Fig. 1: register map, names as in the netlist
Other sequential cells in the stronger gray, the rest of the logic in the fainter gray.
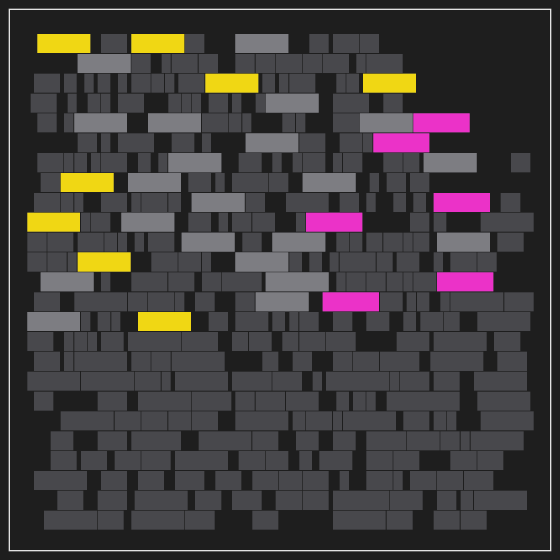
Fig. 2: track usage over the die
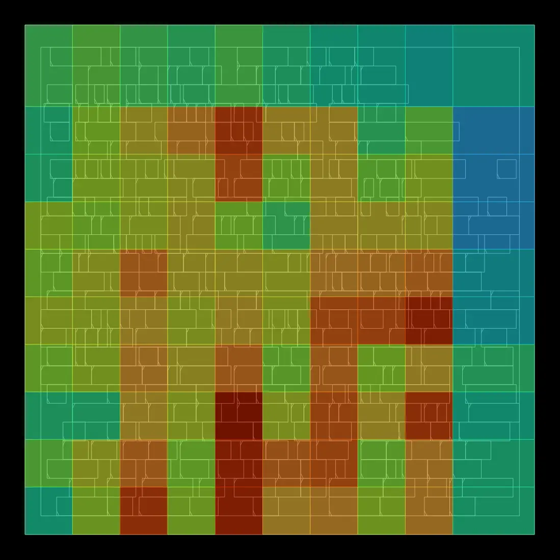
Fig. 3: placement by cell class
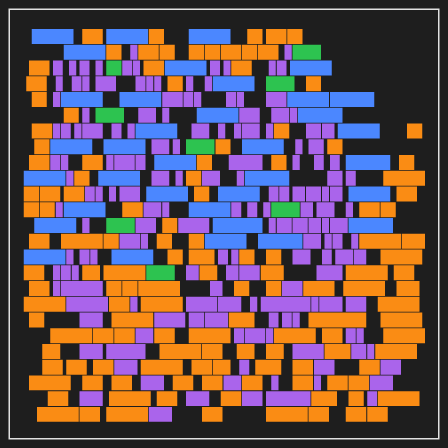
<file path="src/rtl/oam_access_ctrl_if.sv">
// oam_access_ctrl_if: requester handshakes and two-bank OAM bus of the OAM access controller
interface oam_access_ctrl_if #(
  parameter int NUM_ENTRIES = 40,
  parameter int ENTRY_BYTES = 4,
  parameter int DATA_W = 8,
  parameter int ADDR_W = $clog2(NUM_ENTRIES * ENTRY_BYTES),
  parameter int IDX_W = $clog2(NUM_ENTRIES)
);
  logic scan_start;
  logic scan_step;
  logic scan_busy;
  logic scan_done;
  logic [IDX_W-1:0] scan_idx;
  logic render_en;
  logic [IDX_W-1:0] render_idx;
  logic dma_run;
  logic dma_we;
  logic [ADDR_W-1:0] dma_addr;
  logic [DATA_W-1:0] dma_wdata;
  logic cpu_rd;
  logic cpu_wr;
  logic [ADDR_W-1:0] cpu_addr;
  logic [DATA_W-1:0] cpu_wdata;
  logic [DATA_W-1:0] cpu_rdata;
  logic cpu_rvalid;
  logic [ADDR_W-2:0] oam_waddr;
  logic oam_a_ncs;
  logic oam_b_ncs;
  logic oam_nwe;
  logic [DATA_W-1:0] oam_wdata;
  logic [DATA_W-1:0] oam_a_rdata;
  logic [DATA_W-1:0] oam_b_rdata;
  logic [DATA_W-1:0] obj_a;
  logic [DATA_W-1:0] obj_b;
  logic obj_valid;
  logic obj_is_scan;
  modport master (
    output scan_start, scan_step, render_en, render_idx, dma_run, dma_we, dma_addr, dma_wdata,
           cpu_rd, cpu_wr, cpu_addr, cpu_wdata, oam_a_rdata, oam_b_rdata,
    input  scan_busy, scan_done, scan_idx, cpu_rdata, cpu_rvalid, oam_waddr, oam_a_ncs, oam_b_ncs,
           oam_nwe, oam_wdata, obj_a, obj_b, obj_valid, obj_is_scan
  );
  modport slave (
    input  scan_start, scan_step, render_en, render_idx, dma_run, dma_we, dma_addr, dma_wdata,
           cpu_rd, cpu_wr, cpu_addr, cpu_wdata, oam_a_rdata, oam_b_rdata,
    output scan_busy, scan_done, scan_idx, cpu_rdata, cpu_rvalid, oam_waddr, oam_a_ncs, oam_b_ncs,
           oam_nwe, oam_wdata, obj_a, obj_b, obj_valid, obj_is_scan
  );
endinterface

</file>
<file path="src/rtl/oam_access_ctrl.sv">
// oam_access_ctrl: arbitrates DMA, sprite scan, render and CPU onto a two-bank sprite attribute RAM
module oam_access_ctrl #(
  parameter int NUM_ENTRIES = 40,
  parameter int ENTRY_BYTES = 4,
  parameter int DATA_W = 8
) (
  input logic clk,
  input logic reset_video,
  oam_access_ctrl_if.slave bus
);
  localparam int ADDR_W = $clog2(NUM_ENTRIES * ENTRY_BYTES);
  localparam int IDX_W = $clog2(NUM_ENTRIES);
  localparam int WA = ADDR_W - 1;
  localparam int SIZE = NUM_ENTRIES * ENTRY_BYTES;
  typedef enum logic {IDLE, SCAN} state_t;
  state_t state;
  state_t state_nx;
  logic scan_g;
  logic rend_g;
  logic cpu_g;
  logic dma_wr;
  logic cpu_req;
  logic cpu_w;
  logic cpu_r;
  logic step;
  logic last;
  logic [IDX_W-1:0] idx_nx;
  always_comb begin
    scan_g = state == SCAN && !bus.dma_run;
    rend_g = bus.render_en && !bus.dma_run && state == IDLE;
    cpu_g = !bus.dma_run && state == IDLE && !bus.render_en;
    dma_wr = bus.dma_run && bus.dma_we && 32'(bus.dma_addr) < SIZE;
    cpu_req = bus.cpu_rd && !bus.cpu_wr;
    cpu_w = cpu_g && bus.cpu_wr && 32'(bus.cpu_addr) < SIZE;
    cpu_r = cpu_g && cpu_req && 32'(bus.cpu_addr) < SIZE;
    step = scan_g && bus.scan_step;
    last = bus.scan_idx == IDX_W'(NUM_ENTRIES - 1);
    state_nx = bus.scan_start ? SCAN : (step && last) ? IDLE : state;
    idx_nx = (bus.scan_start || (step && last)) ? '0 : step ? bus.scan_idx + IDX_W'(1) : bus.scan_idx;
    bus.oam_waddr = bus.dma_run ? bus.dma_addr[ADDR_W-1:1] :
                    scan_g ? WA'(bus.scan_idx) * WA'(ENTRY_BYTES / 2) :
                    rend_g ? WA'(bus.render_idx) * WA'(ENTRY_BYTES / 2) + WA'(1) :
                    bus.cpu_addr[ADDR_W-1:1];
    bus.oam_a_ncs = !(scan_g || rend_g || (dma_wr && !bus.dma_addr[0]) || ((cpu_w || cpu_r) && !bus.cpu_addr[0]));
    bus.oam_b_ncs = !(scan_g || rend_g || (dma_wr && bus.dma_addr[0]) || ((cpu_w || cpu_r) && bus.cpu_addr[0]));
    bus.oam_nwe = !(dma_wr || cpu_w);
    bus.oam_wdata = bus.dma_run ? bus.dma_wdata : bus.cpu_wdata;
  end
  assign bus.scan_busy = state == SCAN;
  always_ff @(posedge clk) state <= reset_video ? IDLE : state_nx;
  always_ff @(posedge clk)
    if (reset_video) begin
      bus.scan_idx <= '0;
      bus.scan_done <= 1'b0;
      bus.cpu_rvalid <= 1'b0;
      bus.cpu_rdata <= '0;
      bus.obj_valid <= 1'b0;
      bus.obj_is_scan <= 1'b0;
      bus.obj_a <= '0;
      bus.obj_b <= '0;
    end else begin
      bus.scan_idx <= idx_nx;
      bus.scan_done <= step && last && !bus.scan_start;
      bus.cpu_rvalid <= cpu_req;
      if (cpu_req) bus.cpu_rdata <= !cpu_r ? '1 : bus.cpu_addr[0] ? bus.oam_b_rdata : bus.oam_a_rdata;
      bus.obj_valid <= scan_g || rend_g;
      if (scan_g || rend_g) begin
        bus.obj_is_scan <= scan_g;
        bus.obj_a <= bus.oam_a_rdata;
        bus.obj_b <= bus.oam_b_rdata;
      end
    end
endmodule

</file>
<file path="src/flat_wrapper.sv">
// flat-port wrapper written by rule: the top's interface ports become plain ports
module oam_access_ctrl_flat 
#(
  parameter int NUM_ENTRIES = 40,
  parameter int ENTRY_BYTES = 4,
  parameter int DATA_W = 8
)
  (clk, reset_video, bus_scan_start, bus_scan_step, bus_render_en, bus_render_idx, bus_dma_run, bus_dma_we, bus_dma_addr, bus_dma_wdata, bus_cpu_rd, bus_cpu_wr, bus_cpu_addr, bus_cpu_wdata, bus_oam_a_rdata, bus_oam_b_rdata, bus_scan_busy, bus_scan_done, bus_scan_idx, bus_cpu_rdata, bus_cpu_rvalid, bus_oam_waddr, bus_oam_a_ncs, bus_oam_b_ncs, bus_oam_nwe, bus_oam_wdata, bus_obj_a, bus_obj_b, bus_obj_valid, bus_obj_is_scan);
  oam_access_ctrl_if #(.NUM_ENTRIES(NUM_ENTRIES), .ENTRY_BYTES(ENTRY_BYTES), .DATA_W(DATA_W)) bus_i ();
  input logic clk;
  input logic reset_video;
  input wire logic [$bits(bus_i.scan_start)-1:0] bus_scan_start;
  input wire logic [$bits(bus_i.scan_step)-1:0] bus_scan_step;
  input wire logic [$bits(bus_i.render_en)-1:0] bus_render_en;
  input wire logic [$bits(bus_i.render_idx)-1:0] bus_render_idx;
  input wire logic [$bits(bus_i.dma_run)-1:0] bus_dma_run;
  input wire logic [$bits(bus_i.dma_we)-1:0] bus_dma_we;
  input wire logic [$bits(bus_i.dma_addr)-1:0] bus_dma_addr;
  input wire logic [$bits(bus_i.dma_wdata)-1:0] bus_dma_wdata;
  input wire logic [$bits(bus_i.cpu_rd)-1:0] bus_cpu_rd;
  input wire logic [$bits(bus_i.cpu_wr)-1:0] bus_cpu_wr;
  input wire logic [$bits(bus_i.cpu_addr)-1:0] bus_cpu_addr;
  input wire logic [$bits(bus_i.cpu_wdata)-1:0] bus_cpu_wdata;
  input wire logic [$bits(bus_i.oam_a_rdata)-1:0] bus_oam_a_rdata;
  input wire logic [$bits(bus_i.oam_b_rdata)-1:0] bus_oam_b_rdata;
  output wire logic [$bits(bus_i.scan_busy)-1:0] bus_scan_busy;
  output wire logic [$bits(bus_i.scan_done)-1:0] bus_scan_done;
  output wire logic [$bits(bus_i.scan_idx)-1:0] bus_scan_idx;
  output wire logic [$bits(bus_i.cpu_rdata)-1:0] bus_cpu_rdata;
  output wire logic [$bits(bus_i.cpu_rvalid)-1:0] bus_cpu_rvalid;
  output wire logic [$bits(bus_i.oam_waddr)-1:0] bus_oam_waddr;
  output wire logic [$bits(bus_i.oam_a_ncs)-1:0] bus_oam_a_ncs;
  output wire logic [$bits(bus_i.oam_b_ncs)-1:0] bus_oam_b_ncs;
  output wire logic [$bits(bus_i.oam_nwe)-1:0] bus_oam_nwe;
  output wire logic [$bits(bus_i.oam_wdata)-1:0] bus_oam_wdata;
  output wire logic [$bits(bus_i.obj_a)-1:0] bus_obj_a;
  output wire logic [$bits(bus_i.obj_b)-1:0] bus_obj_b;
  output wire logic [$bits(bus_i.obj_valid)-1:0] bus_obj_valid;
  output wire logic [$bits(bus_i.obj_is_scan)-1:0] bus_obj_is_scan;
  assign bus_i.scan_start = bus_scan_start;
  assign bus_i.scan_step = bus_scan_step;
  assign bus_i.render_en = bus_render_en;
  assign bus_i.render_idx = bus_render_idx;
  assign bus_i.dma_run = bus_dma_run;
  assign bus_i.dma_we = bus_dma_we;
  assign bus_i.dma_addr = bus_dma_addr;
  assign bus_i.dma_wdata = bus_dma_wdata;
  assign bus_i.cpu_rd = bus_cpu_rd;
  assign bus_i.cpu_wr = bus_cpu_wr;
  assign bus_i.cpu_addr = bus_cpu_addr;
  assign bus_i.cpu_wdata = bus_cpu_wdata;
  assign bus_i.oam_a_rdata = bus_oam_a_rdata;
  assign bus_i.oam_b_rdata = bus_oam_b_rdata;
  assign bus_scan_busy = bus_i.scan_busy;
  assign bus_scan_done = bus_i.scan_done;
  assign bus_scan_idx = bus_i.scan_idx;
  assign bus_cpu_rdata = bus_i.cpu_rdata;
  assign bus_cpu_rvalid = bus_i.cpu_rvalid;
  assign bus_oam_waddr = bus_i.oam_waddr;
  assign bus_oam_a_ncs = bus_i.oam_a_ncs;
  assign bus_oam_b_ncs = bus_i.oam_b_ncs;
  assign bus_oam_nwe = bus_i.oam_nwe;
  assign bus_oam_wdata = bus_i.oam_wdata;
  assign bus_obj_a = bus_i.obj_a;
  assign bus_obj_b = bus_i.obj_b;
  assign bus_obj_valid = bus_i.obj_valid;
  assign bus_obj_is_scan = bus_i.obj_is_scan;
  oam_access_ctrl #(.NUM_ENTRIES(NUM_ENTRIES), .ENTRY_BYTES(ENTRY_BYTES), .DATA_W(DATA_W)) u_core (.clk(clk), .reset_video(reset_video), .bus(bus_i));
endmodule
</file>
<file path="config.mk">
export PLATFORM = sky130hd
export DESIGN_NAME = oam_access_ctrl_flat
export DESIGN_NICKNAME = d
export VERILOG_FILES = /design/src/rtl/oam_access_ctrl_if.sv /design/src/rtl/oam_access_ctrl.sv /design/src/flat_wrapper.sv
export SDC_FILE = /design/constraint.sdc
export NUM_CORES = 1
export LEC_CHECK = 0
export CAP_MARGIN = 20
export CORE_MARGIN = 2
export CORE_UTILIZATION = 37
export CTS_BUF_LIST = sky130_fd_sc_hd__clkbuf_4 sky130_fd_sc_hd__clkbuf_8
export CTS_CLUSTER_DIAMETER = 80
export DETAILED_ROUTE_END_ITERATION = 10
export PLACE_DENSITY_LB_ADDON = 0.25
export SLEW_MARGIN = 10
export SYNTH_ARGS = -nofsm -noshare
export SYNTH_HDL_FRONTEND = slang
export SYNTH_SLANG_ARGS = --single-unit
</file>
<file path="constraint.sdc">
create_clock -name clk -period 1.9 [get_ports clk]
set_input_delay 0.38 -clock clk [delete_from_list [all_inputs] [get_ports clk]]
set_output_delay 0.38 -clock clk [all_outputs]
set_load 0.1 [all_outputs]
</file>
==> results.toml <==
# implementation run metrics
[die]
dieHeight_um = 74.0
fp.coreArea_um2 = 4720
initCoreUtil = 0.383
die_w_um = 74.0
die-area_um2 = 5470

[power]
powerClk_uw = 610
p_per_area_nw_per_um2 = 716
powerSeq_uw = 793
powerComb_mw = 1.11
power-top-group = "combinational logic"
seq_power_share = 0.315
switchingPower_uw = 998

[yosys]
yosys.area.top_type_share = 0.387
flop_cell = "dfxtp_1"
ys_chip_area_um2 = 1810
logic_family = "simple AND/OR/NAND/NOR gates"
compound_area_frac = 0.185
synth.most_common_cell = "nand2_1"
fp_nets = 278
ys_types = 37
synth-async-reset-ratio = 0
ys_seq_share = 0.387
fa_ha_area_frac = 0.00691
ys_sh_mux = 0.164
topCellsByArea = "dfxtp_1, nand2_1, mux2_2"

[worst_hold_path]
hold_path_class = "reg -> reg"
hold_start = "u_core.bus.obj_b[3]$_SDFFE_PP0N_"
holdPathEnd = "u_core.bus.obj_b[3]$_SDFFE_PP0N_"

[clocking]
cts_resized = 27
clkLatencyLatePin_ns = 0.29
cts_tree = "yes"
cts_sinks = 35
post_cts_buffers = 1
htree_levels = 2
holdBufCountCts = 0
cts_root_buf = "clkbuf_8"

[flow_run]
warnings = 29
drv_cap = 0

[setup_path]
r2r-end = "u_core.bus.scan_idx[3]$_SDFFE_PP0P_"
critical_path.top_delay_family = "AND-OR/OR-AND gates"
crit_cells = 5
worstPathCellList = "clkdlybuf4s15_2 > nor3_4 > o211ai_1 > o221a_4 > buf_12"
cpMaxStageDelayCell = "o221a_4"
worstSetupStartpointType = "input pin"
crit_fanout = 4
critPathBufInv = 2
reg2reg_slack_ns = 0.44
endpoint = "bus_oam_a_ncs"

[global_route]
grt_max_degree = 30
met3_usage = 0.0718

[cells_and_area]
ff_latch_area_um2 = 712
seq_area_frac = 0.202
nFillCells = 350
reg.largest.list = "u_core.bus.cpu_rdata x8, u_core.bus.obj_a x8, u_core.bus.obj_b x8"
flops = 35
final_cell_mix = "clkdlybuf4s50_1, nand2_1, buf_4"
nClkBuffers = 8
clock_area_frac = 0.0295
final_common_cell = "clkdlybuf4s50_1"
comb_area_um2 = 1100
inverters = 4
sh_comb_area = 0.312
top_area_cell_class = "buffers"

[detailed_routing]
highest_layer = "met4"
met1_length_um = 2680
via_per_inst = 5.10
num_vias = 2059
drt_iter0_drc = 91
drt_wl_total_um = 6520
met2_length_um = 3330
wl_met3_um = 413

[timing]
setup_ws_ns = 0.0123
clock_skew_ns = 0.00374
finalSetupViolations = 0
relSlewSlack = 0.753
finalCritPeriodShare = 0.994
fin_crit_ns = 1.89

[placement]
dp_slack_ns = -0.329
dpl_cell_area_um2 = 3300

[run_status]
status = "completed"
About Fig. 1:
name in the netlist	color	sequential cells
u_core.bus.scan_idx	magenta	6
u_core.bus.obj_a	yellow	8
not colored	21

About Fig. 2:
GR Layer Usage met2: 0.381
DR WL/cell: 16.1 um
GRT Util Overall: 0.233
GRT busiest layer: met2
met1 GRT Util: 0.305

About Fig. 3:
class	color	cells	share of their area
all other logic	purple	163	32%
other buffers and delay cells	orange	131	44%
flops	blue	35	21%
clock drivers and dummy loads	green	8	3.0%
num rows: 25
Core Util, Final: 0.744

No activity file was given, so power comes from the tool's default toggle rates.
